===== src/rtl/uart_rx_frame_ctrl_if.sv =====
// Payload stream from the frame controller to the command decoder.
// Valid/ready handshake, with last-byte and frame-length qualifiers.
interface uart_rx_frame_ctrl_if;
    logic [7:0] pkt_data;
    logic       pkt_valid;
    logic       pkt_ready;
    logic       pkt_last;
    logic [7:0] pkt_len;

    modport master (
        output pkt_data,
        output pkt_valid,
        output pkt_last,
        output pkt_len,
        input  pkt_ready
    );

    modport slave (
        input  pkt_data,
        input  pkt_valid,
        input  pkt_last,
        input  pkt_len,
        output pkt_ready
    );
endinterface


===== src/rtl/uart_rx_frame_ctrl.sv =====
// Frame controller behind the oversampling UART receiver: sync hunt,
// LEN/payload/checksum parsing, gap timeout, buffered payload drain.
module uart_rx_frame_ctrl #(
    parameter int unsigned MAX_LEN       = 16,
    parameter logic [7:0]  SYNC_BYTE     = 8'hA5,
    parameter int unsigned TIMEOUT_TICKS = 320
) (
    input  logic                        clk,
    input  logic                        reset,
    input  logic                        tick,
    input  logic [7:0]                  rx_byte,
    input  logic                        rx_byte_valid,
    uart_rx_frame_ctrl_if.master        pkt,
    output logic                        frame_ok,
    output logic                        err_chk,
    output logic                        err_len,
    output logic                        err_timeout,
    output logic                        err_overrun,
    output logic                        busy
);

    localparam int unsigned IW = (MAX_LEN > 1) ? $clog2(MAX_LEN) : 1;
    localparam int unsigned GW = $clog2(TIMEOUT_TICKS + 1);
    localparam logic [7:0]    MAXL  = 8'(MAX_LEN);
    localparam logic [GW-1:0] GLAST = GW'(TIMEOUT_TICKS - 1);
    localparam logic [GW-1:0] GONE  = GW'(1);

    typedef enum logic [2:0] {IDLE, LEN, PAYLOAD, CHK, DRAIN} state_t;

    state_t        state, state_n;
    logic [7:0]    len, len_n;
    logic [7:0]    sum, sum_n;
    logic [7:0]    idx, idx_n;
    logic [GW-1:0] gap, gap_n;
    logic [7:0]    mem [2**IW];

    logic wr_en, last, timed, tmo;
    logic ok_n, chk_n, lenerr_n, to_n, ov_n;

    assign last  = (idx == len - 8'd1);
    assign timed = (state == LEN) || (state == PAYLOAD) || (state == CHK);
    // A byte arriving on the terminal tick beats the timeout.
    assign tmo   = timed && tick && (gap == GLAST) && !rx_byte_valid;

    always_comb begin
        state_n  = state;
        len_n    = len;
        sum_n    = sum;
        idx_n    = idx;
        gap_n    = gap;
        wr_en    = 1'b0;
        ok_n     = 1'b0;
        chk_n    = 1'b0;
        lenerr_n = 1'b0;
        to_n     = 1'b0;
        ov_n     = 1'b0;
        if (timed && tick)
            gap_n = gap + GONE;
        unique case (state)
            IDLE: begin
                if (rx_byte_valid && rx_byte == SYNC_BYTE) begin
                    state_n = LEN;
                    gap_n   = '0;
                end
            end
            LEN: begin
                if (rx_byte_valid) begin
                    gap_n = '0;
                    if (rx_byte != 8'd0 && rx_byte <= MAXL) begin
                        len_n   = rx_byte;
                        sum_n   = rx_byte;
                        idx_n   = 8'd0;
                        state_n = PAYLOAD;
                    end else begin
                        lenerr_n = 1'b1;
                        state_n  = IDLE;
                    end
                end else if (tmo) begin
                    to_n    = 1'b1;
                    state_n = IDLE;
                end
            end
            PAYLOAD: begin
                if (rx_byte_valid) begin
                    gap_n = '0;
                    wr_en = 1'b1;
                    sum_n = sum + rx_byte;
                    idx_n = idx + 8'd1;
                    if (last)
                        state_n = CHK;
                end else if (tmo) begin
                    to_n    = 1'b1;
                    state_n = IDLE;
                end
            end
            CHK: begin
                if (rx_byte_valid) begin
                    gap_n = '0;
                    if (8'(sum + rx_byte) == 8'h00) begin
                        ok_n    = 1'b1;
                        idx_n   = 8'd0;
                        state_n = DRAIN;
                    end else begin
                        chk_n   = 1'b1;
                        state_n = IDLE;
                    end
                end else if (tmo) begin
                    to_n    = 1'b1;
                    state_n = IDLE;
                end
            end
            DRAIN: begin
                if (rx_byte_valid)
                    ov_n = 1'b1;
                if (pkt.pkt_ready) begin
                    idx_n = idx + 8'd1;
                    if (last)
                        state_n = IDLE;
                end
            end
            default: state_n = IDLE;
        endcase
    end

    always_ff @(posedge clk) begin
        if (reset) begin
            state       <= IDLE;
            len         <= 8'd0;
            sum         <= 8'd0;
            idx         <= 8'd0;
            gap         <= '0;
            frame_ok    <= 1'b0;
            err_chk     <= 1'b0;
            err_len     <= 1'b0;
            err_timeout <= 1'b0;
            err_overrun <= 1'b0;
        end else begin
            state       <= state_n;
            len         <= len_n;
            sum         <= sum_n;
            idx         <= idx_n;
            gap         <= gap_n;
            frame_ok    <= ok_n;
            err_chk     <= chk_n;
            err_len     <= lenerr_n;
            err_timeout <= to_n;
            err_overrun <= ov_n;
        end
    end

    always_ff @(posedge clk) begin
        if (wr_en)
            mem[idx[IW-1:0]] <= rx_byte;
    end

    assign busy          = (state != IDLE);
    assign pkt.pkt_valid = (state == DRAIN);
    assign pkt.pkt_data  = (state == DRAIN) ? mem[idx[IW-1:0]] : 8'h00;
    assign pkt.pkt_last  = (state == DRAIN) && last;
    assign pkt.pkt_len   = len;

endmodule


===== src/flat_wrapper.sv =====
// flat-port wrapper written by rule: the top's interface ports become plain ports
module uart_rx_frame_ctrl_flat 
#(
    parameter int unsigned MAX_LEN       = 16,
    parameter logic [7:0]  SYNC_BYTE     = 8'hA5,
    parameter int unsigned TIMEOUT_TICKS = 320
)
  (clk, reset, tick, rx_byte, rx_byte_valid, frame_ok, err_chk, err_len, err_timeout, err_overrun, busy, pkt_pkt_data, pkt_pkt_valid, pkt_pkt_last, pkt_pkt_len, pkt_pkt_ready);
  uart_rx_frame_ctrl_if pkt_i ();
  input  logic clk;
  input  logic reset;
  input  logic tick;
  input  logic [7:0] rx_byte;
  input  logic rx_byte_valid;
  output logic frame_ok;
  output logic err_chk;
  output logic err_len;
  output logic err_timeout;
  output logic err_overrun;
  output logic busy;
  output wire logic [$bits(pkt_i.pkt_data)-1:0] pkt_pkt_data;
  output wire logic [$bits(pkt_i.pkt_valid)-1:0] pkt_pkt_valid;
  output wire logic [$bits(pkt_i.pkt_last)-1:0] pkt_pkt_last;
  output wire logic [$bits(pkt_i.pkt_len)-1:0] pkt_pkt_len;
  input wire logic [$bits(pkt_i.pkt_ready)-1:0] pkt_pkt_ready;
  assign pkt_pkt_data = pkt_i.pkt_data;
  assign pkt_pkt_valid = pkt_i.pkt_valid;
  assign pkt_pkt_last = pkt_i.pkt_last;
  assign pkt_pkt_len = pkt_i.pkt_len;
  assign pkt_i.pkt_ready = pkt_pkt_ready;
  uart_rx_frame_ctrl #(.MAX_LEN(MAX_LEN), .SYNC_BYTE(SYNC_BYTE), .TIMEOUT_TICKS(TIMEOUT_TICKS)) u_core (.clk(clk), .reset(reset), .tick(tick), .rx_byte(rx_byte), .rx_byte_valid(rx_byte_valid), .pkt(pkt_i), .frame_ok(frame_ok), .err_chk(err_chk), .err_len(err_len), .err_timeout(err_timeout), .err_overrun(err_overrun), .busy(busy));
endmodule

===== config.mk =====
export PLATFORM = sky130hd
export DESIGN_NAME = uart_rx_frame_ctrl_flat
export DESIGN_NICKNAME = d
export VERILOG_FILES = /design/src/rtl/uart_rx_frame_ctrl_if.sv /design/src/rtl/uart_rx_frame_ctrl.sv /design/src/flat_wrapper.sv
export SDC_FILE = /design/constraint.sdc
export NUM_CORES = 1
export LEC_CHECK = 0
export CORE_MARGIN = 5
export CORE_UTILIZATION = 60
export DETAILED_ROUTE_END_ITERATION = 8
export PLACE_DENSITY_LB_ADDON = 0.08
export SYNTH_ARGS = -nofsm -noshare
export SYNTH_HDL_FRONTEND = slang
export SYNTH_SLANG_ARGS = --single-unit

===== constraint.sdc =====
create_clock -name clk -period 3.2 [get_ports clk]
set_input_delay 0.8 -clock clk [delete_from_list [all_inputs] [get_ports clk]]
set_output_delay 0.8 -clock clk [all_outputs]
set_load 0.1 [all_outputs]

==> PnR_summary.wiki <==
=== Synthesis and place and route ===
{| class="wikitable"
! Metric !! Value
|-
| Result of the run || complete, no violations
|-
| Via/cell ratio || 6.25
|-
| Min Tclk post-route || 3.20 ns
|-
| Layout area overhead || 22.3%
|-
| Class of the most critical setup path || reg2out
|-
| Count of TritonRoute iterations in the first routing pass || 5
|-
| CTS Root Cell || sky130_fd_sc_hd__clkbuf_16
|-
| Flop-to-flop setup slack || 0.75 ns
|-
| Worst-case clock skew || 0.00849 ns
|-
| Critical R2R Launch || u_core.sum[0]
|-
| Fraction of met3 tracks used by global routing || 5.90%
|-
| Worst reg2reg path endpoint || u_core.idx[7]
|-
| Met2 usage in global routing || 44.5%
|-
| Headroom to the max-slew limit || 35.5%
|-
| Highest Signal Layer || met4
|-
| Setup TNS Final || 0 ns
|-
| Dpl hpwl || 12200 µm
|-
| Most numerous logic cell after layout || sky130_fd_sc_hd__edfxtp_1
|-
| Dominant kind of cell || sequential cells
|-
| Count of input and output buffers || 36
|-
| Cell with the largest stage delay on the worst path || sky130_fd_sc_hd__mux4_2
|-
| Placed Area || 0.00874 mm²
|-
| Leakage || 3.29 nW
|-
| TritonCTS clock tree || built
|-
| Clock buffers created by TritonCTS || 17
|-
| Synth Area in Adders || 2.37%
|-
| Synth area leaders || sky130_fd_sc_hd__edfxtp_1 (50%), sky130_fd_sc_hd__dfxtp_1 (12%), sky130_fd_sc_hd__mux4_2 (12%)
|-
| Die Span Y || 123 µm
|-
| Clock transition at the register clock pins on the worst setup and hold paths after CTS || 0.06 ns
|-
| Finished Core Util || 74.8%
|-
| Worst-path maximum fanout || 8
|-
| Cell breakdown of the critical path || buf_6 -> mux4_2 -> mux4_2 -> nor2b_4 -> buf_12
|-
| Diode insertion count for antenna repair || 0
|-
| Most frequent cell after synthesis || sky130_fd_sc_hd__edfxtp_1
|-
| Fraction of post-synthesis cell area in the top cell type by area || 49.8%
|-
| Post-synthesis net count || 571
|-
| Setup repair after global routing missed its margin || true
|-
| Non-Clock Buffer Area Fraction || 10.0%
|-
| Hold bufs inserted after CTS || 0
|-
| Total number of sequential cells || 173
|-
| Number of distinct library cell variants in the gate-level netlist after synthesis || 59
|-
| Critical path required time || 2.40 ns
|-
| Routed length on met3 || 1360 µm
|-
| Top achievable clock speed || 313 MHz
|-
| Detailed-route wire length on metal 1 || 7240 µm
|-
| Actual slew at the worst max-slew pin || 0.959 ns
|-
| Commonest cells in the synthesized netlist || sky130_fd_sc_hd__edfxtp_1 (128), sky130_fd_sc_hd__dfxtp_1 (45), sky130_fd_sc_hd__mux4_2 (40)
|-
| Layout clock area frac || 5.90%
|-
| Row count || 41
|-
| Synth Instances || 544
|-
| Fraction of layout cells with a size suffix above 1 || 28.5%
|-
| Area of the die || 0.0152 mm²
|-
| Number of multi-input logic gates || 333
|-
| Number of clock sinks seen by CTS || 173
|-
| Area of the placeable core || 0.0126 mm²
|-
| Cell depth of the worst setup path || 5
|-
| Power density cells || 475 mW/mm²
|-
| Chip area in the Yosys report || 0.00772 mm²
|-
| Number of antenna violations at the first check in global routing || 0
|-
| Number of setup buffers added after CTS || 3
|-
| Number of cells in Yosys stat || 544
|-
| Layout inverter count without the clock tree || 13
|-
| Total number of warnings across the stage logs || 32
|-
| Register-to-Register Path Depth || 9
|-
| Count of filler cells inserted in the layout || 818
|-
| Max-cap violations || 0
|-
| Yosys aoi share || 7.81%
|-
| Detailed-route wire length per cell || 23.1 µm
|-
| Sum of buffers and inverters on the critical path || 2
|-
| Setup slack after layout || 0.00250 ns
|-
| Synth Register Bits || 173
|-
| EDFF count, synth || 128
|-
| Post-synthesis cell area || 0.00772 mm²
|-
| Number of endpoints failing setup at the final stage || 0
|-
| Area leader, netlist || sky130_fd_sc_hd__edfxtp_1
|-
| Hold violation count in the final report || 0
|-
| Worst Hold Launch || u_core.sum[5]
|-
| Routed Wire Length || 18800 µm
|-
| Register share after synthesis || 61.5%
|-
| Clock buffer depth || 2
|-
| Core utilization before placement || 61.2%
|-
| Worst min-delay path category || reg2reg
|-
| Sort of element at the end of the critical path || primary output
|-
| Fin area || 0.00944 mm²
|-
| Family with the most delay on the worst path || multiplexers
|-
| Drt drc || 0
|-
| Most frequent cells in the layout || sky130_fd_sc_hd__edfxtp_1 (128), sky130_fd_sc_hd__buf_4 (62), sky130_fd_sc_hd__mux4_2 (40)
|-
| Top cell by count, worst path || sky130_fd_sc_hd__mux4_2
|-
| Simple-gate portion of the synthesized area || 12.1%
|-
| Resized cells post-CTS || 15
|-
| Hold slack final || 0.478 ns
|-
| Clock tree buffer count of the final layout || 20
|-
| Placed Cells incl. Taps || 779
|-
| Worst Hold Path EP || u_core.sum[5]
|-
| WP data arrival || 2.40 ns
|-
| Amount of wire on met2 after detailed routing || 9740 µm
|-
| Storage element area || 0.00476 mm²
|-
| Final ANT Viol Nets || 0
|-
| X dimension of the die || 123 µm
|-
| Overflow left after global routing || 0
|-
| Number of signal-net buffers in the layout || 92
|-
| TAP cells || 172
|-
| Count of pins over their slew limit || 0
|-
| Worst-case vdd ir drop || 273 µV
|-
| H-tree level count || 4
|-
| Mean instance size in the synthesized netlist || 14.2 µm²
|-
| First-pass GRT wire length || 28800 µm
|-
| Largest family of logic cells by area || simple AND/OR/NAND/NOR gates
|-
| Number of DRC markers in iteration 0 || 515
|-
| Post-layout period usage || 99.9%
|-
| Number of global-route vias before repair || 5174
|-
| Proportion of register bits with asynchronous set or reset after synthesis || 0%
|-
| Overall Global Routing Usage || 26.4%
|-
| Logic share of the area || 30.9%
|-
| Filler-free cell count of the finished design || 814
|-
| Share of cell area taken by muxes after synthesis || 12.1%
|-
| Routing layer with the top usage in global route || met2
|-
| Startpoint Class || flip-flop
|-
| Routability congestion estimate || 0.909
|-
| Net count of the finished layout || 657
|-
| Minimum setup slack after placement || -0.501 ns
|-
| MI comb area || 0.00292 mm²
|-
| PnR Total Power || 4.49 mW
|-
| Insertion Delay late pin || 0.43 ns
|-
| Commonest flop || sky130_fd_sc_hd__edfxtp_1
|-
| Hold Path Cell Cnt || 2
|-
| Setup crit end || pkt_pkt_data[0]
|-
| Grt met1 use || 33.3%
|-
| Pin count of the biggest net entering global routing || 33
|-
| XOR Share, Synth || 2.16%
|-
| Vias || 5084
|-
| Count of yosys warnings during synthesis || 0
|}
[registers in the layout, indices dropped and copies added (netlist names), named ones only]
name / cells
u_core.mem: 128
u_core.gap: 9
u_core.idx: 8
u_core.pkt.pkt_len: 8
u_core.sum: 8
u_core.state: 3
u_core.err_chk: 1
u_core.err_len: 1
u_core.err_overrun: 1
u_core.err_timeout: 1
u_core.frame_ok: 1
[where the power goes]
part | internal (mW) | leakage, nW | switching [mW]
sequential | 2.40 | 1.52 | 0.000117
combinational | 0.0504 | 1.50 | 0.0780
clock | 1.14 | 0.269 | 0.815
Zoomed window:
Window x 37 to 87, y 61 to 111 µm. Cells in gray, sequential cells in the stronger gray; small squares are vias.
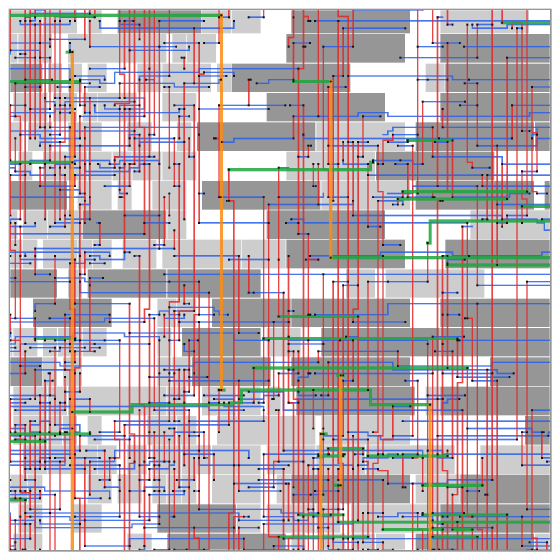
legend:
  M4:
    color: orange
  M2:
    color: red
  M1:
    color: blue
  M3:
    color: green
sequential cells in the window: 39
netlist names of flops here include: u_core.mem (28), u_core.idx (4), u_core.pkt.pkt_len (4)
cells with their middle in the window: 157
most frequent: edfxtp_1 (28), nand2_1 (13), inv_1 (9)

Supply network:
Drawn at 4 px/µm. Pins as bars on the die edge.
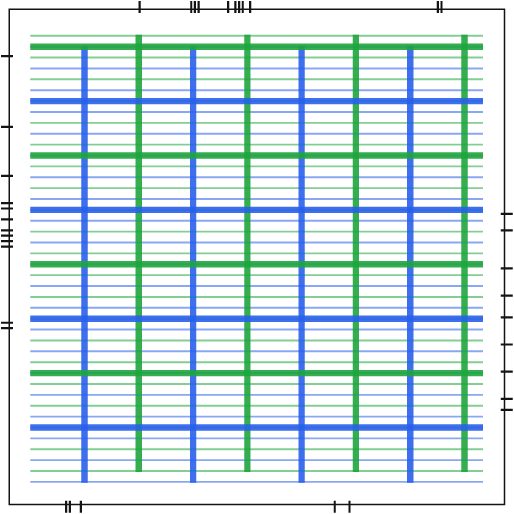
legend:
  VSS:
    color: blue
  VDD:
    color: green
met4 straps: 8
rows: 41

Power and IR drop assume default switching activity.
